File: src/rtl/var_delay_line.sv
// var_delay_line: runtime-programmable delay line.
//
// A ring of MAX_DELAY slots is written every clock at a free-running write pointer; the read
// side trails it by delay_cur slots, so a sample accepted at edge t is presented on the
// registered outputs after edge t+delay_cur. Each slot carries a valid bit so gaps in the input
// stream, and the flush that follows a delay change, show up as out_valid=0 with data_out=0.
//
// Ports:
//   clk         rising-edge clock
//   rst         synchronous, active-high reset (overrides all other inputs)
//   data_in     input sample
//   in_valid    data_in is a real sample this cycle
//   delay_in    requested delay (clamped to 1..MAX_DELAY)
//   delay_load  single-cycle strobe that applies delay_in and flushes the line
//   data_out    delayed sample, 0 when out_valid is low
//   out_valid   data_out carries a real sample
//   delay_cur   delay currently in effect (clamped value)
//   busy        high while the line refills after reset or a delay change
//   delay_err   (only with VAR_DELAY_ERR_EN) sticky flag: a load requested 0 or > MAX_DELAY
//
// Build option: define VAR_DELAY_ERR_EN to add the delay_err output.

module var_delay_line #(
  parameter int unsigned MAX_DELAY  = 16,
  parameter int unsigned ADDR_WIDTH = 4,
  parameter int unsigned DATA_WIDTH = 12,
  parameter int unsigned INIT_DELAY = 4
) (
  input  logic                  clk,
  input  logic                  rst,
  input  logic [DATA_WIDTH-1:0] data_in,
  input  logic                  in_valid,
  input  logic [ADDR_WIDTH:0]   delay_in,
  input  logic                  delay_load,
  output logic [DATA_WIDTH-1:0] data_out,
  output logic                  out_valid,
  output logic [ADDR_WIDTH:0]   delay_cur,
`ifdef VAR_DELAY_ERR_EN
  output logic                  delay_err,
`endif
  output logic                  busy
);

  localparam logic [ADDR_WIDTH:0] MaxD  = MAX_DELAY[ADDR_WIDTH:0];
  localparam logic [ADDR_WIDTH:0] InitD = INIT_DELAY[ADDR_WIDTH:0];
  localparam logic [ADDR_WIDTH:0] OneD  = 1;

  typedef enum logic {StRun, StFill} state_e;

  state_e                  state;
  logic [DATA_WIDTH-1:0]   mem_data [MAX_DELAY];
  logic [MAX_DELAY-1:0]    mem_vld;
  logic [MAX_DELAY-1:0]    mem_vld_d;
  logic [ADDR_WIDTH-1:0]   wr_ptr;
  logic [ADDR_WIDTH-1:0]   rd_ptr;
  logic [ADDR_WIDTH:0]     fill_cnt;
  logic [ADDR_WIDTH:0]     delay_clamped;
  logic                    delay_bad;

  // A requested delay of 0 or beyond the ring depth is out of range.
  always_comb begin
    delay_bad     = (delay_in == '0) || (delay_in > MaxD);
    delay_clamped = delay_in;
    if (delay_in == '0) begin
      delay_clamped = OneD;
    end else if (delay_in > MaxD) begin
      delay_clamped = MaxD;
    end
  end

  // Read slot is delay_cur behind the write slot. For delay_cur == MAX_DELAY the low bits are
  // zero, so the read hits the slot being overwritten this edge; the flop array returns its old
  // contents (read-before-write). For delay_cur == 1 the slot written on the previous edge is read
  // straight from the flops, so no bypass path is needed.
  assign rd_ptr = wr_ptr - delay_cur[ADDR_WIDTH-1:0];

  // A load flushes every slot, but the sample arriving on the load edge is kept.
  always_comb begin
    mem_vld_d = delay_load ? '0 : mem_vld;
    mem_vld_d[wr_ptr] = in_valid;
  end

  // Sample storage needs no reset: the valid bits decide what is real.
  always_ff @(posedge clk) begin
    if (!rst) begin
      mem_data[wr_ptr] <= data_in;
    end
  end

  always_ff @(posedge clk) begin
    if (rst) begin
      wr_ptr    <= '0;
      mem_vld   <= '0;
      delay_cur <= InitD;
      state     <= StFill;
      fill_cnt  <= InitD;
      data_out  <= '0;
      out_valid <= 1'b0;
      busy      <= 1'b1;
    end else begin
      wr_ptr  <= wr_ptr + ADDR_WIDTH'(1);
      mem_vld <= mem_vld_d;

      // Anything in flight under the old delay is dropped on the load edge.
      if (!delay_load && mem_vld[rd_ptr]) begin
        data_out  <= mem_data[rd_ptr];
        out_valid <= 1'b1;
      end else begin
        data_out  <= '0;
        out_valid <= 1'b0;
      end

      if (delay_load) begin
        delay_cur <= delay_clamped;
        fill_cnt  <= delay_clamped;
        state     <= StFill;
        busy      <= 1'b1;
      end else begin
        unique case (state)
          StFill: begin
            fill_cnt <= fill_cnt - OneD;
            if (fill_cnt == OneD) begin
              state <= StRun;
              busy  <= 1'b0;
            end
          end
          StRun: begin
            busy <= 1'b0;
          end
          default: begin
            state <= StFill;
          end
        endcase
      end
    end
  end

`ifdef VAR_DELAY_ERR_EN
  always_ff @(posedge clk) begin
    if (rst) begin
      delay_err <= 1'b0;
    end else if (delay_load && delay_bad) begin
      delay_err <= 1'b1;
    end
  end
`else
  logic unused_delay_bad;
  assign unused_delay_bad = delay_bad;
`endif

endmodule
File: config.mk
export PLATFORM = sky130hd
export DESIGN_NAME = var_delay_line
export DESIGN_NICKNAME = d
export VERILOG_FILES = /design/src/rtl/var_delay_line.sv
export SDC_FILE = /design/constraint.sdc
export NUM_CORES = 1
export LEC_CHECK = 0
export ABC_AREA = 1
export CAP_MARGIN = 30
export CORE_UTILIZATION = 25
export DETAILED_ROUTE_END_ITERATION = 8
export PLACE_DENSITY = 0.36
export RECOVER_POWER = 100
export SYNTH_ARGS = -nofsm -noshare
export SYNTH_HDL_FRONTEND = slang
export SYNTH_SLANG_ARGS = --single-unit
File: constraint.sdc
create_clock -name clk -period 2.8 [get_ports clk]
set_input_delay 0.56 -clock clk [delete_from_list [all_inputs] [get_ports clk]]
set_output_delay 0.56 -clock clk [all_outputs]
set_load 0.01 [all_outputs]
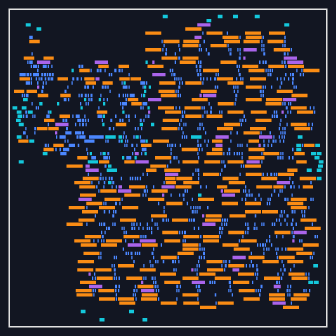
*Placed cells, one colour a class*
legend:
  blue:
    class: remaining logic cells
    cells: 842
  purple:
    class: clock drivers and dummy loads
    cells: 54
  orange:
    class: registers
    cells: 237
  cyan:
    class: remaining buffers and delay cells
    cells: 75

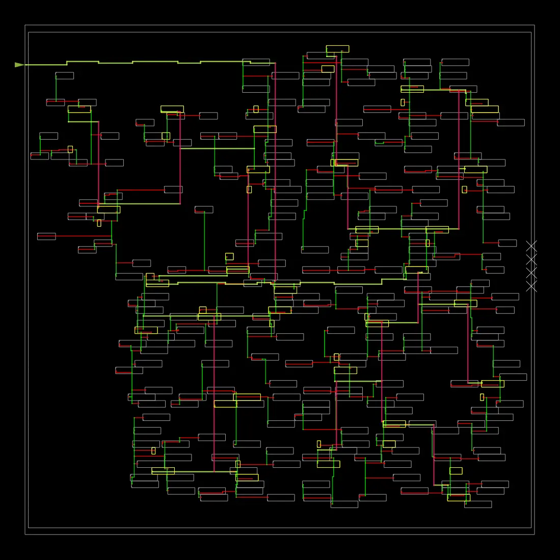
*Clock nets*
clock latency of the later-clocked register in the worst-skew pair: 0.57 ns
worst clock skew: 0.0187 ns

==> summary.txt <==
On the backend side, the flow ran end to end.

Among logic cells in the layout, the one with the most instances is sky130_fd_sc_hd__nand2_1. The antenna diode count stands at 0. Before placement the cells fill 25.5% of the core. In the post-synthesis netlist, the biggest area contributors are sky130_fd_sc_hd__edfxtp_1 55%, sky130_fd_sc_hd__nand2_1 16%, sky130_fd_sc_hd__dfxtp_1 8.6%, sky130_fd_sc_hd__inv_1 7.1%, sky130_fd_sc_hd__nand3_1 4.9%. The number of placement rows stands at 74. The post-cts gate resize count stands at 0. Looking at the critical path, the single cell with the biggest stage delay is sky130_fd_sc_hd__fa_1. TritonRoute output was used to compute an average wire per cell of 16.7 um. The number of buffer cells added on primary ports stands at 39. Before any placement, the netlist area is recorded as 10500 um^2. The arrival time at the worst endpoint stands at 2.98 ns. Leaving out buffers and inverters, the combinational logic in the layout accounts for 2790 um^2. TritonCTS built the clock tree.

Across the placement rows, the number of tap cells is 532. At the pin with the least slew margin, the transition time is 0.928 ns. The number of hold buffers added after cts stands at 0. Detailed routing inserted a total of 7268 vias. The worst hold path passes through 2 cells.

The checks that failed: design-rule violations. The smallest clock period supported by the final layout is computed as 2.48 ns. The sum of overflow across all layers after global routing stands at 0.

The power density over the cells stands at 710 nW/um^2. The number of standard cells reported by yosys stands at 1128. The top cell type by area accounts for 54.9% of the synthesized area. The cell depth of the worst setup path stands at 14. Detailed placement reports a standard cell area of 11600 um^2. The flow measured a signed area growth from synthesis to layout of 18.8%.

Looking at the area split, the leading class of cells is sequential cells. The setup-violating endpoint count in the final report stands at 0. The iteration count recorded for the first detailed-route pass is 6. The post-synth tally of flip-flops with integrated enable stands at 192. CTS built an H-tree with a depth of 1.

Clock tree buffers and inverters occupy 7.53% of the routed design's cell area. The most used flip-flop cell after synthesis is sky130_fd_sc_hd__edfxtp_1. The register-to-register path setup slack stands at 0.32 ns. The via count of the first global-routing pass was 7203. The total global-route track usage stands at 14.0%.

The depth of the most critical reg-to-reg path stands at 14. According to the Yosys statistics, the synthesized design has a chip area of 10500 um^2. The total number of yosys warnings stands at 0. The horizontal die dimension stands at 207 um. Registers represent a cell area share of 53.5%. The largest fanout on the critical path stands at 28. The placed cell count stands at 1686.

In this design, the critical path's most frequently occurring cell is sky130_fd_sc_hd__nand2_1. The starting DRC count in detailed routing stands at 415. The routed design has 29000 um of wire. The number of antenna violations at the first check in global routing is 1. The net count entering floorplan stands at 1159. The tightest min-delay check is of the flop to flop type. CTS reports a maximum clock tree buffer depth of 3. The final total negative setup slack stands at 0 ns. The die covers 42800 um^2. Overall power consumption after layout is estimated at 8.85 mW. The worst setup path is captured at a flop. The flow ran to the end, but the final reports show violations. The finished layout holds 1740 standard cells, fillers aside. The pin count of the biggest net entering global routing stands at 72. Buffers inserted during clock tree synthesis total 29. Static timing analysis puts the maximum clock frequency at 402 MHz. The number of filler instances in the final layout stands at 4358. After synthesis, flip-flops and latches occupy 63.5% of the total area. The final number of max-transition violations stands at 0. The total of clock buffers placed in the layout stands at 40. Of all cell types, the one taking the most synthesized area is sky130_fd_sc_hd__edfxtp_1. The wire length of the first global-routing pass stands at 44200 um. The worst setup path is launched from a flop. The post-route utilization of the core is recorded as 30.3%. Non-clock buffering takes up 5.15% of total cell area after layout. In this run the clock root is driven by a sky130_fd_sc_hd__clkbuf_16. The largest single stage delay on the critical path is 0.48 ns.

The net count of the finished layout is 1216. The worst hold slack after final layout stands at 0.442 ns. Setup repair after global routing left no endpoint under its margin. The number of storage elements in the synthesis netlist stands at 237. Per STA, the endpoint of the critical path is data_out[3]$_SDFF_PP0_. For reference, the most critical setup path is categorized as flop to flop. The number of setup buffers added after CTS stands at 0.

The post-detailed-route via-to-cell ratio stands at 4.18. According to the floorplan report, the placeable core area is 41100 um^2. In this run the critical register-to-register path is launched from wr_ptr[0]$_SDFF_PP0_. The stage logs contain a warning count of 30.

The most common cell in the synthesized netlist is sky130_fd_sc_hd__nand2_1. The worst-case vdd ir drop stands at 0.000355 V. The footprint of the flip-flops and latches stands at 6670 um^2. The count of nets left with antenna violations once routing finished came out at 0.

The final hold violation count recorded for this run is 0. Detailed placement finished with a half-perimeter wire length of 17200 um. The layout has 75 buffers outside the clock class. The floorplan report gives the top-level pin count as 40. Per the OpenROAD floorplan log, the height of the die is 207 um. Per the cell usage report, the commonest logic cells after layout are 435 x sky130_fd_sc_hd__nand2_1, 199 x sky130_fd_sc_hd__inv_1, 192 x sky130_fd_sc_hd__edfxtp_1, 102 x sky130_fd_sc_hd__nand3_1, 45 x sky130_fd_sc_hd__dfxtp_1. STA lists the startpoint of the worst hold path as busy$_SDFFE_PP1N_. The final cell area excluding filler cells stands at 12500 um^2. The post-synthesis area per instance stands at 9.31 um^2.

The layout report gives the multi-input gate share of total cell area as 22.4%. According to the timing report, the data required time at the worst endpoint equals 3.30 ns. The DRC violation total left in the routed layout is recorded as 4. The clock sink count stands at 237. Traced cell by cell, the critical path runs through inv_1 -> ha_1 -> inv_1 -> fa_1 -> inv_2 -> buf_4 -> nand3_1 -> nand2_1 -> nand2_1 -> nand2_1 -> nand2_1 -> nand2_1 -> inv_1 -> nor2_1. The leakage dissipation stands at 5.50 nW. The flop count stands at 237. The final worst setup slack stands at 0.315 ns.

The clock-pin slew of the registers on the worst-case setup and hold paths stands at 0.06 ns. The endpoint of the worst hold path is reported as busy$_SDFFE_PP1N_. The endpoint identified for the worst register-to-register timing path is data_out[3]$_SDFF_PP0_.
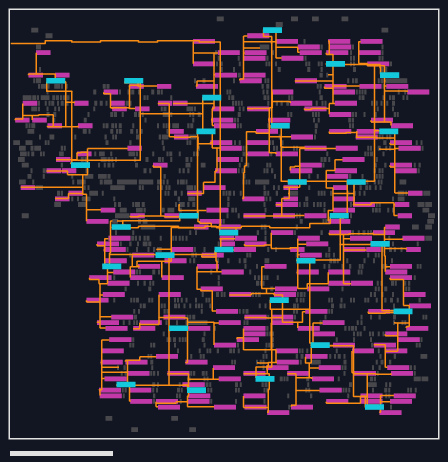
*Clock network drawn from the DEF*
Bar = 50 um.
legend:
  magenta:
    item: flip-flops
    count: 237
  orange:
    item: clock wires
    length: 3760 um
  cyan:
    item: clock-net drivers
    count: 29
flops lie: widely spread
routed clock nets: 30

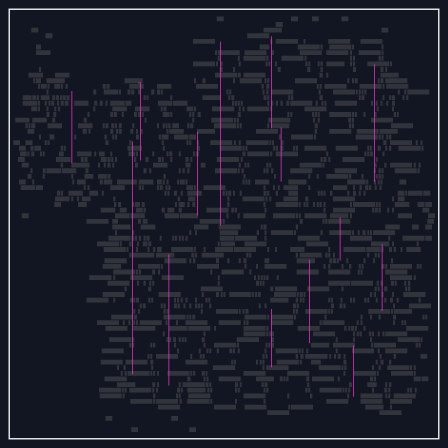
*The metal 4 layer*
Cells faint in the background.
longest straight run: 112 um
wire length on this layer: 648 um
main direction: vertical
nets with wire on the layer: 4

[power by group]
group / switching, mW / total, mW / internal, mW
Combinational: 0.838 / 1.23 / 0.391
Clock: 1.51 / 3.71 / 2.19
Sequential: 0.0346 / 3.92 / 3.88
[logic make-up (layout without fill, tap and decap cells)]
group           Yosys count  count (layout)  synth area share [%]
flops                   237             237                  63.5
compound gates           44              44                  2.79
xor+xnor                  3               3                 0.322
buf+inv                 253             333                  10.0
fa+ha+maj                10              10                  1.26
simple gates            581             581                  22.1
[metal layers]
layer	GRT usage (%)	share of wire, %
met1	19.6	50
met2	22.4	44
met3	2.34	4.0
met4	3.34	2.2
met5	0	0
[registers in the layout, indices dropped and copies added (netlist names)]
name       flops
out_valid      1
data_out      12
wr_ptr         4
busy           1
mem_vld       16
mem_data     192
delay_cur      5
fill_cnt       5
state          1
Power is estimated from default activity; no workload was simulated.
